==> run_1/detail.png <==
Region (35, 2) to (65, 32) um. Cells in grey, sequential cells in the stronger grey; small squares are vias.
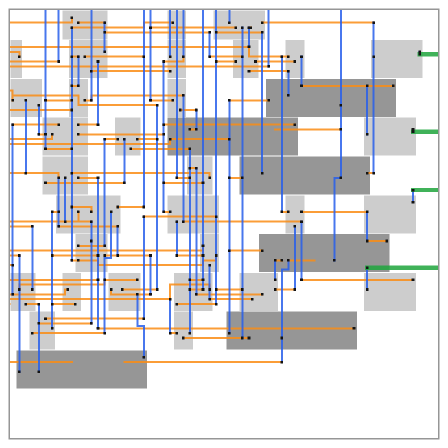
==> run_1/clk_routes.png <==
Scale bar: 20 um.
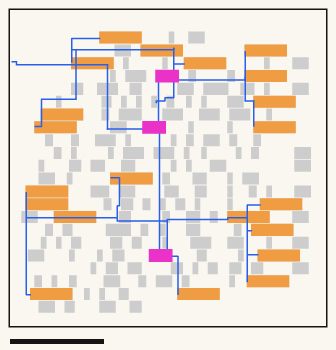
==> run_1/clocks.png <==
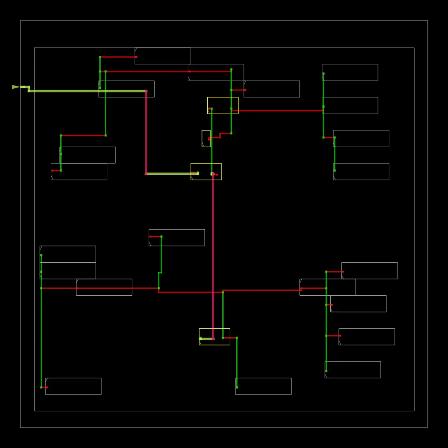
===== src/rtl/oqpsk_mod.sv =====
// oqpsk_mod: serial chip stream to offset-QPSK half-sine I/Q samples.
// I rail carries even chips, Q rail odd chips offset by one chip period.
module oqpsk_mod #(
  parameter int SPC = 4,
  parameter int W   = 5,
  parameter int AMP = 15
) (
  input  logic         clk,
  input  logic         reset,
  input  logic         chip_in,
  input  logic         chip_valid,
  output logic         chip_ready,
  output logic [W-1:0] i_out,
  output logic [W-1:0] q_out,
  output logic         validation,
  input  logic         pret,
  output logic         busy,
  output logic         tx_done
);

  localparam int N  = 2 * SPC;
  localparam int PW = $clog2(N);
  localparam logic [PW-1:0] LOAD_Q = PW'(SPC);

  typedef enum logic [1:0] {
    IDLE,
    RUN,
    FLUSH
  } state_t;

  state_t state, state_nx;

  // Quarter-wave sin(pi*i/16) in Q16, indexed 0..8.
  function automatic int sin_q16(input int i);
    case (i)
      0:       return 0;
      1:       return 12785;
      2:       return 25080;
      3:       return 36410;
      4:       return 46341;
      5:       return 54491;
      6:       return 60547;
      7:       return 64277;
      8:       return 65536;
      default: return 0;
    endcase
  endfunction

  function automatic int lut_val(input int k);
    int     idx;
    longint prod;
    idx = k * (16 / N);
    if (idx > 8) idx = 16 - idx;
    prod = longint'(AMP) * longint'(sin_q16(idx)) + 64'sd32768;
    return int'(prod >>> 16);
  endfunction

  logic signed [W-1:0] lut [N];

  for (genvar g = 0; g < N; g++) begin : g_lut
    assign lut[g] = W'(lut_val(g));
  end

  logic [PW-1:0] phase;
  logic [PW-1:0] phase_q;
  logic          act_i, act_q;
  logic          sgn_i, sgn_q;
  logic          act_i_nx, act_q_nx;
  logic          sgn_i_nx, sgn_q_nx;
  logic          emit, done_nx;
  logic          advance, at_i, at_q, at_load;

  logic signed [W-1:0] mag_i, mag_q;
  logic signed [W-1:0] samp_i, samp_q;

  assign advance = !validation || pret;
  assign at_i    = phase == '0;
  assign at_q    = phase == LOAD_Q;
  assign at_load = at_i || at_q;

  always_ff @(posedge clk or posedge reset) begin
    if (reset) state <= IDLE;
    else       state <= state_nx;
  end

  always_comb begin
    state_nx = state;
    unique case (state)
      IDLE:    if (chip_ready) state_nx = RUN;
      RUN:     if (advance && at_load && !chip_valid) state_nx = FLUSH;
      FLUSH:   if (advance && at_load) state_nx = IDLE;
      default: state_nx = IDLE;
    endcase
  end

  // chip_ready is combinational on pret so the stall takes effect at once.
  always_comb begin
    chip_ready = 1'b0;
    busy       = state != IDLE;
    unique case (state)
      IDLE:    chip_ready = chip_valid && advance;
      RUN:     chip_ready = chip_valid && advance && at_load;
      default: chip_ready = 1'b0;
    endcase
    if (reset) chip_ready = 1'b0;
  end

  always_comb begin
    act_i_nx = act_i;
    act_q_nx = act_q;
    sgn_i_nx = sgn_i;
    sgn_q_nx = sgn_q;
    emit     = 1'b0;
    done_nx  = 1'b0;
    unique case (state)
      IDLE: begin
        if (chip_ready) begin
          act_i_nx = 1'b1;
          act_q_nx = 1'b0;
          sgn_i_nx = chip_in;
          emit     = 1'b1;
        end
      end
      RUN: begin
        if (advance) begin
          emit = 1'b1;
          if (at_i) begin
            act_i_nx = chip_valid;
            if (chip_valid) sgn_i_nx = chip_in;
          end
          if (at_q) begin
            act_q_nx = chip_valid;
            if (chip_valid) sgn_q_nx = chip_in;
          end
        end
      end
      FLUSH: begin
        if (advance) begin
          if (at_load) begin
            act_i_nx = 1'b0;
            act_q_nx = 1'b0;
            done_nx  = 1'b1;
          end else begin
            emit = 1'b1;
          end
        end
      end
      default: ;
    endcase
  end

  // Q pulse lags I by SPC samples, so its LUT index is phase-SPC mod 2*SPC.
  assign phase_q = phase + LOAD_Q;
  assign mag_i   = lut[phase];
  assign mag_q   = lut[phase_q];
  assign samp_i  = !act_i_nx ? '0 : (sgn_i_nx ? mag_i : -mag_i);
  assign samp_q  = !act_q_nx ? '0 : (sgn_q_nx ? mag_q : -mag_q);

  always_ff @(posedge clk or posedge reset) begin
    if (reset) begin
      phase      <= '0;
      act_i      <= 1'b0;
      act_q      <= 1'b0;
      sgn_i      <= 1'b0;
      sgn_q      <= 1'b0;
      i_out      <= '0;
      q_out      <= '0;
      validation <= 1'b0;
      tx_done    <= 1'b0;
    end else begin
      act_i   <= act_i_nx;
      act_q   <= act_q_nx;
      sgn_i   <= sgn_i_nx;
      sgn_q   <= sgn_q_nx;
      tx_done <= done_nx;
      if (emit) begin
        i_out      <= samp_i;
        q_out      <= samp_q;
        validation <= 1'b1;
        phase      <= phase + PW'(1);
      end else if (done_nx) begin
        i_out      <= '0;
        q_out      <= '0;
        validation <= 1'b0;
        phase      <= '0;
      end
    end
  end

endmodule


===== config.mk =====
export PLATFORM = sky130hd
export DESIGN_NAME = oqpsk_mod
export DESIGN_NICKNAME = d
export VERILOG_FILES = /design/src/rtl/oqpsk_mod.sv
export SDC_FILE = /design/constraint.sdc
export NUM_CORES = 1
export LEC_CHECK = 0
export CAP_MARGIN = 20
export CELL_PAD_IN_SITES_DETAIL_PLACEMENT = 2
export CELL_PAD_IN_SITES_GLOBAL_PLACEMENT = 2
export CORE_MARGIN = 2
export CORE_UTILIZATION = 32
export CTS_CLUSTER_SIZE = 8
export DETAILED_ROUTE_END_ITERATION = 6
export GPL_TIMING_DRIVEN = 1
export PLACE_DENSITY = 0.73
export SLEW_MARGIN = 5
export SYNTH_ARGS = -nofsm -noshare
export SYNTH_HDL_FRONTEND = slang
export SYNTH_SLANG_ARGS = --single-unit

===== constraint.sdc =====
create_clock -name clk -period 2.65 [get_ports clk]
set_input_delay 0.3975 -clock clk [delete_from_list [all_inputs] [get_ports clk]]
set_output_delay 0.3975 -clock clk [all_outputs]
set_load 0.02 [all_outputs]

==> deck_impl_summary.md, run 1 <==
Flow Results at a Glance

Critical path
  – Worst setup path end: chip_ready
  – Worst Reg-to-Reg Cells: 7
  – Max FO, Critical Path: 8
  – FF-to-FF Start: phase[0]
  – CP Data Arrival Time: 2.05 ns
  – CP Cell Sequence: inv_1 -> ha_1 -> inv_1 -> a21oi_1 -> clkdlybuf4s50_1
  – CP endpoint kind: output pin
  – Crit-path most repeated cell: inv_1
  – Critical path type: reg2out
  – Reg-to-Reg End: i_out[1]

Cells and area
  – Finished Cell Area: 1560 um2
  – Util after Layout: 41.7%
  – Flop area: 526 um2
  – Non-clk buf share: 13.5%
  – Synth-to-layout area growth: 22.7%
  – Clk cell area share: 2.88%
  – N_diodes: 0
  – Most used logic cell in the final layout: dfrtp_1
  – Logic cell area: 668 um2
  – Count of non-CTS inverters in the layout: 14
  – Most frequent logic cells in the routed design: 21 x dfrtp_1, 19 x nand2_1, 18 x clkdlybuf4s50_1
  – Comb area share: 42.8%
  – Buffers excl. clock: 22
  – Layout cells sized above 1: 9.88%

Logic synthesis
  – Post-synthesis sequential area ratio: 41.3%
  – Cell Area, Synth: 1270 um2
  – Complex Gates by Area: 21.4%
  – Async SR Flop Fraction: 100%
  – # Cells Yosys: 140
  – Synth Flop Type: dfrtp_1
  – Area leader share: 41.3%
  – Avg Cell Area, Syn: 9.09 um2
  – Top cells, area: dfrtp_1 41%, ha_1 5.9%, nand2_1 5.6%
  – Post-synthesis mux area share: 6.19%
  – Synth area leader: dfrtp_1
  – Netlist cell types: 39
  – Synth Instances: 140
  – XORs/XNORs by Area: 0.688%
  – Flip-flops with a built-in enable: 0

Placement
  – Placed Cells incl. Taps: 206
  – Port bufs: 18
  – DP Area: 1520 um2
  – Setup WS pre-CTS: 0.292 ns
  – Post-DP HPWL: 2.78 mm

Floorplanning
  – Fp_density: 34.0%
  – Tap cells: 48
  – Row cnt: 22
  – Number of primary I/O pins: 19
  – Die Y: 67.1 um
  – Core Box Area: 3740 um2

Power and ir drop
  – Pwr Total: 1.77 mW
  – NetSw: 802 uW
  – Maximum VDD drop: 425 uV
  – Comb power frac: 55.8%
  – Cell Int Power: 972 uW
  – Combinational power: 990 uW
  – Pwr/cell area: 1140 nW/um2
  – Seq pwr: 567 uW
  – Top power group: combinational cells
  – Flop pwr share: 32.0%
  – Leak pwr: 0.691 nW

Clocking
  – TritonCTS clock tree: built
  – Reg clk slew, reported paths: 0.08 ns
  – Setup Buffers After CTS: 0
  – H-tree Lvls: 1
  – Hold buffers post-CTS: 0

Global route
  – Vias in the first global route: 1207
  – M2 GR Usage: 31.6%
  – Busiest layer in global routing: met2
  – First-pass GRT wire length: 6.13 mm
  – Largest net degree at the start of global routing: 22
  – Initial antenna violation count: 0

Timing
  – Worst-Margin Slew: 0.821 ns
  – Rel. slew slack: 45.2%
  – Final setup fails: 0
  – Max Freq: 408 MHz
  – Tcrit/Tclk final: 92.4%
  – Setup ws final: 0.202 ns

Drt
  – 1st-iter DRT viols: 26
  – Wl on met1: 1.67 mm
  – DRC: 0
  – Vias: 1117
  – Final wirelength: 3.63 mm

Min path
  – Hold WC Path Type: reg2reg
  – Hold EP: act_i
  – HP Start: act_i
  – Hold Path Stages: 2

Status
  – Status: complete, no violations
## Picture notes: detail.png
| colour | layer |
|---|---|
| blue | metal 2 |
| orange | metal 1 |
| green | metal 3 |
cells with their middle in the window: 36
netlist names of flops here include: q_out (3)
most frequent: dfrtp_1 (6), clkdlybuf4s50_1 (4)
sequential cells in the window: 6

## Picture notes: clk_routes.png
[orange] flip-flops | count: 21
[magenta] clock drivers | count: 3
[blue] clock wires | length: 318 um
routed clock nets: 4
flops lie: spread over the die
worst skew pair latency: 0.27 ns
Clock group: 218 uW
clock power share: 12.3%

## Picture notes: clocks.png
Clock Buffer Count: 4
clock sinks: 21
Final Skew: 0.00243 ns
Seq cells: 21
TritonCTS buffer count: 3

==> run 1: sequential cells by signal (all words and copies together), names as in the netlist <==
register and count:
sgn_i 1, act_i 1, phase 3, state 2, sgn_q 1, i_out 5
q_out 5, validation 1, act_q 1, tx_done 1
==> run 1: critical path, delay by kind of cell, from the launching register on <==
kind,cells,cell delay [ns]
adder cells (fa/ha/maj),1,0.28
AND-OR/OR-AND,1,0.15
buffers and inverters,3,0.88
flip-flops,1,0.48
==> run 1: cells in the mapped netlist, types with 2 or more instances <==
cell type and instances:
nand2_1 19, mux2i_1 5, a21oi_1 6, nor2_1 12
nand2b_1 2, o21ai_0 13, o31ai_1 2, dfrtp_1 21
nor2b_1 4, a32o_1 2, o21ai_1 2, o211ai_1 2
nand3_1 2, nor3b_1 2, inv_1 14, buf_2 3
o31ai_2 2, ha_1 6
==> run_1/flops_by_reg.png <==
Scale bar: 20 um.
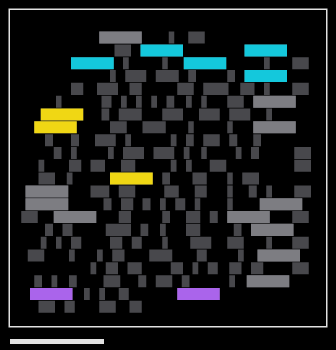

## Run 2: what changed since run 1
- CORE_UTILIZATION: 32 -> 35
- PLACE_DENSITY: 0.73 -> 0.79
- SLEW_MARGIN: 5 -> 15
- clock period: 2.65 -> 3.1 ns (I/O delays scaled with it)
==> run_2/flops_by_reg.png <==
Scale bar: 20 um.
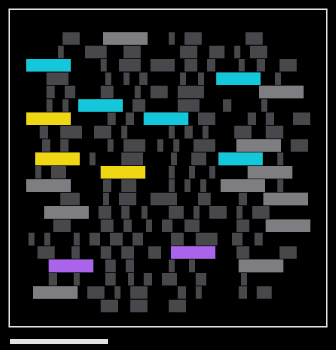
| colour | netlist name | flops |
|---|---|---|
| purple | state | 2 |
| yellow | phase | 3 |
| cyan | i_out | 5 |
not coloured: 11
seq pwr: 482 uW
flop share of the area: 34.8%
Flop area: 526 um2
Util after Layout: 44.2%

==> run 2 against run 1 <==
Die area is 8.1% lower; clock power is 33% lower; area after synthesis stayed put; worst setup slack better by 0.23 ns; sequential share of layout area is 1.1 points higher; total power is 17% lower; highest routed layer unchanged.
==> deck_impl_summary.md, run 2 <==
Flow Results at a Glance

Status
  – Status: complete, no violations

Cells and area
  – Synth-to-layout area growth: 18.7%
  – Layout cells sized above 1: 7.59%

Timing
  – Worst-Margin Slew: 0.961 ns
  – Tcrit/Tclk final: 86.0%
  – Final setup fails: 0

Logic synthesis
  – Synth top cell by count: dfrtp_1
  – # Cells Yosys: 140
  – Synth Flop Type: dfrtp_1
  – Top cells, area: dfrtp_1 41%, ha_1 5.9%, nand2_1 5.6%
  – Flip-flops with a built-in enable: 0
  – Synth area leader: dfrtp_1

Floorplanning
  – Fp_density: 37.3%
  – Row cnt: 21
  – Core Box Area: 3420 um2

Placement
  – DP Area: 1480 um2
  – Setup WS pre-CTS: 0.470 ns

Clocking
  – Setup Buffers After CTS: 0
  – H-tree Lvls: 1
  – Reg clk slew, reported paths: 0.13 ns
  – TritonCTS buffer count: 3
  – Clock sinks: 21

Critical path
  – Reg-to-Reg End: i_out[1]
  – Crit-path most repeated cell: clkdlybuf4s50_1
  – Worst Reg-to-Reg Cells: 7
  – CP Data Arrival Time: 2.20 ns
  – CP endpoint kind: output pin
  – CP Buf/Inv Count: 2
  – Critical path type: in2out
  – Max FO, Critical Path: 6

Power and ir drop
  – Pwr/cell area: 973 nW/um2
  – Leak pwr: 0.665 nW
  – Flop pwr share: 32.8%
  – Combinational power: 840 uW
  – Comb power frac: 57.2%

Min path
  – Hold EP: act_i
  – Hold WC Path Type: reg2reg

Global route
  – Busiest layer in global routing: met2
==> run_2/clk_routes.png <==
Scale bar: 20 um.
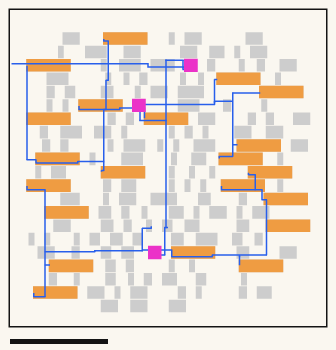
[orange] flip-flops | count: 21
[magenta] clock drivers | count: 3
[blue] clock wires | length: 337 um
routed clock nets: 4
clock power share: 10.0%
Final Skew: 0.000770 ns
worst skew pair latency: 0.33 ns
Clock group: 147 uW

[run 2: cell type report]
class / count / area [um2] / share of cell area [%]
repair buffers: 18 / 180 / 11.9
clock buffers: 4 / 26.3 / 1.74
well taps: 46 / 57.6 / 3.81
inverters: 14 / 52.6 / 3.48
multi-input cells: 101 / 668 / 44.2
flip-flops and latches: 21 / 526 / 34.8
[run 2: cells by family (layout without fill, tap and decap cells)]
kind of cell / count (synthesis) / count (layout) / share of synthesized area [%]
multiplexers: 7 / 7 / 6.19
adder cells (fa/ha/maj): 6 / 6 / 5.90
AND-OR/OR-AND: 39 / 39 / 21.4
buffers and inverters: 18 / 36 / 6.19
flip-flops: 21 / 21 / 41.3
AND/OR/NAND/NOR: 48 / 48 / 18.3
XOR/XNOR: 1 / 1 / 0.688
==> run_2/detail.png <==
Region (33, 1) to (63, 31) um. Cells in grey, sequential cells in the stronger grey; small squares are vias.
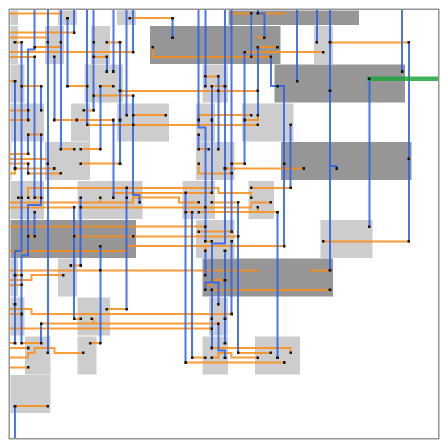

## Run 3: what changed since run 2
- MAX_ROUTING_LAYER: default -> met4
==> run_3/detail.png <==
Region (33, 1) to (63, 31) um. Cells in grey, sequential cells in the stronger grey; small squares are vias.
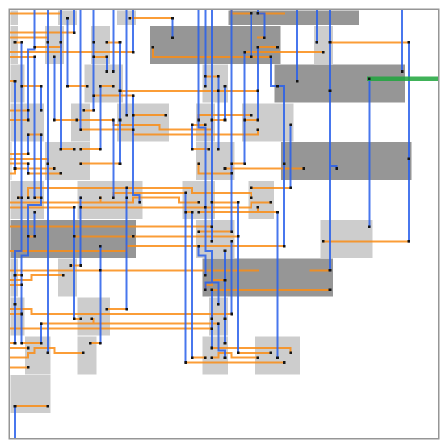
| colour | layer |
|---|---|
| blue | metal 2 |
| orange | metal 1 |
| green | metal 3 |
cells with their middle in the window: 31
most frequent: dfrtp_1 (5), inv_1 (3), nand2_1 (3)
netlist names of flops here include: q_out (2)
sequential cells in the window: 5

==> run_3/flops_by_reg.png <==
Scale bar: 20 um.
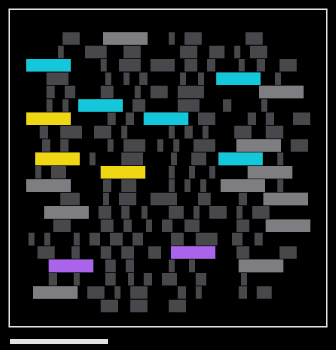

==> run 3 against run 2 <==
Non-clock buffer count unchanged; combinational power about the same; final cell count unchanged; die area unchanged; final area did not move; global-route usage up 0.55 points; largest cell class unchanged; worst setup slack got worse by 0.0036 ns; clock-buffer cell count stayed put; sequential cell count unchanged; maximum frequency is 0.13% lower; total power about the same; critical endpoint unchanged.
==> deck_impl_summary.md, run 3 <==
Flow Results at a Glance

Power and ir drop
  – Maximum VDD drop: 357 uV
  – Clock power share: 10.0%
  – Comb power frac: 57.2%
  – NetSw: 693 uW
  – Combinational power: 840 uW
  – Flop pwr share: 32.8%
  – Cell Int Power: 777 uW

Drt
  – Final wirelength: 3.62 mm
  – Vias: 1114

Logic synthesis
  – Async SR Flop Fraction: 100%
  – Post-synthesis sequential area ratio: 41.3%
  – Complex Gates by Area: 21.4%
  – And+or+nand+nor area frac: 18.3%
  – Synth top cell by count: dfrtp_1
  – Synth Instances: 140
  – Synth Flop Type: dfrtp_1
  – Netlist cell types: 39
  – Top cells, area: dfrtp_1 41%, ha_1 5.9%, nand2_1 5.6%
  – Synth area leader: dfrtp_1

Placement
  – DP Area: 1480 um2
  – Port bufs: 18
  – Post-DP HPWL: 2.79 mm

Status
  – Status: complete, no violations

Clocking
  – TritonCTS clock tree: built
  – Clock sinks: 21
  – H-tree Lvls: 1
  – Setup Buffers After CTS: 0

Global route
  – First-pass GRT wire length: 6.21 mm

Floorplanning
  – Number of primary I/O pins: 19
  – Core Box Area: 3420 um2
  – Fp_density: 37.3%
  – Row cnt: 21
  – Die Y: 64.3 um

Timing
  – Max Freq: 375 MHz
  – Tcrit/Tclk final: 86.1%
  – Rel. slew slack: 35.5%
  – Worst-Margin Slew: 0.961 ns

Min path
  – Hold EP: act_i
  – Hold WC Path Type: reg2reg

Critical path
  – Crit-path most repeated cell: clkdlybuf4s50_1
  – CP Cell Sequence: clkdlybuf4s50_1 -> nor2b_1 -> nand3_1 -> a21oi_1 -> clkdlybuf4s50_1
  – CP endpoint kind: output pin
  – Worst Reg-to-Reg Cells: 7

Cells and area
  – Most used logic cell in the final layout: dfrtp_1
  – N_diodes: 0
[run 3: critical path: cells and delay by family]
kind,cells,cell delay [ns]
simple gates,2,0.39
buf+inv,2,1.21
compound gates,1,0.14
[run 3: area by class of cell]
| cell class | instances | share of cell area [%] |
|---|---|---|
| repair buffers | 18 | 11.9 |
| multi-input cells | 101 | 44.2 |
| well taps | 46 | 3.81 |
| flip-flops and latches | 21 | 34.8 |
| inverters | 14 | 3.48 |
| clock buffers | 4 | 1.74 |
[run 3: routing by layer]
layer  vias to the layer above  track usage [%]  share of wire [%]
met5                         -                -                  0
met2                        19             35.3                 51
li1                        523                -                  -
met1                       569             25.0                 45
met3                         3             3.70                2.4
met4                         0             3.99               0.94

==> notes/layouts.md <==
Pictures saved along the way, in no particular order.

Drive-strength map.
Scale bar: 20 um.
panel A
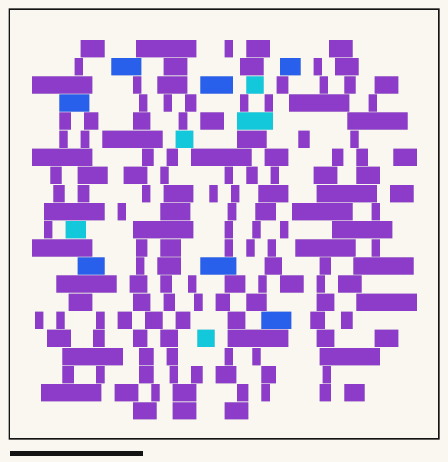
panel B
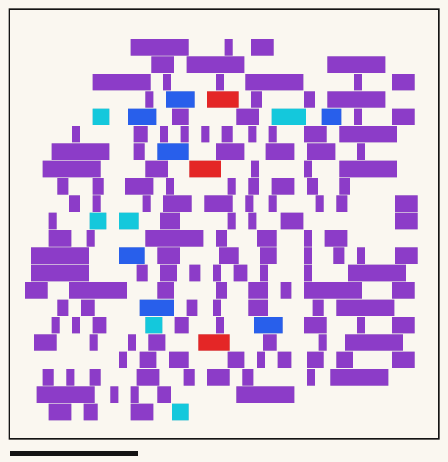
run 1 -> panel B
run 3 -> panel A

Key to panel A:
| colour | size | cells | share |
|---|---|---|---|
| blue | _2 cells | 7 | 4.4% |
| cyan | _3 and _4 cells | 5 | 3.2% |
| purple | _0 and _1 cells | 146 | 92% |

Power figures rest on the tool's default switching activity, not on a simulated workload.
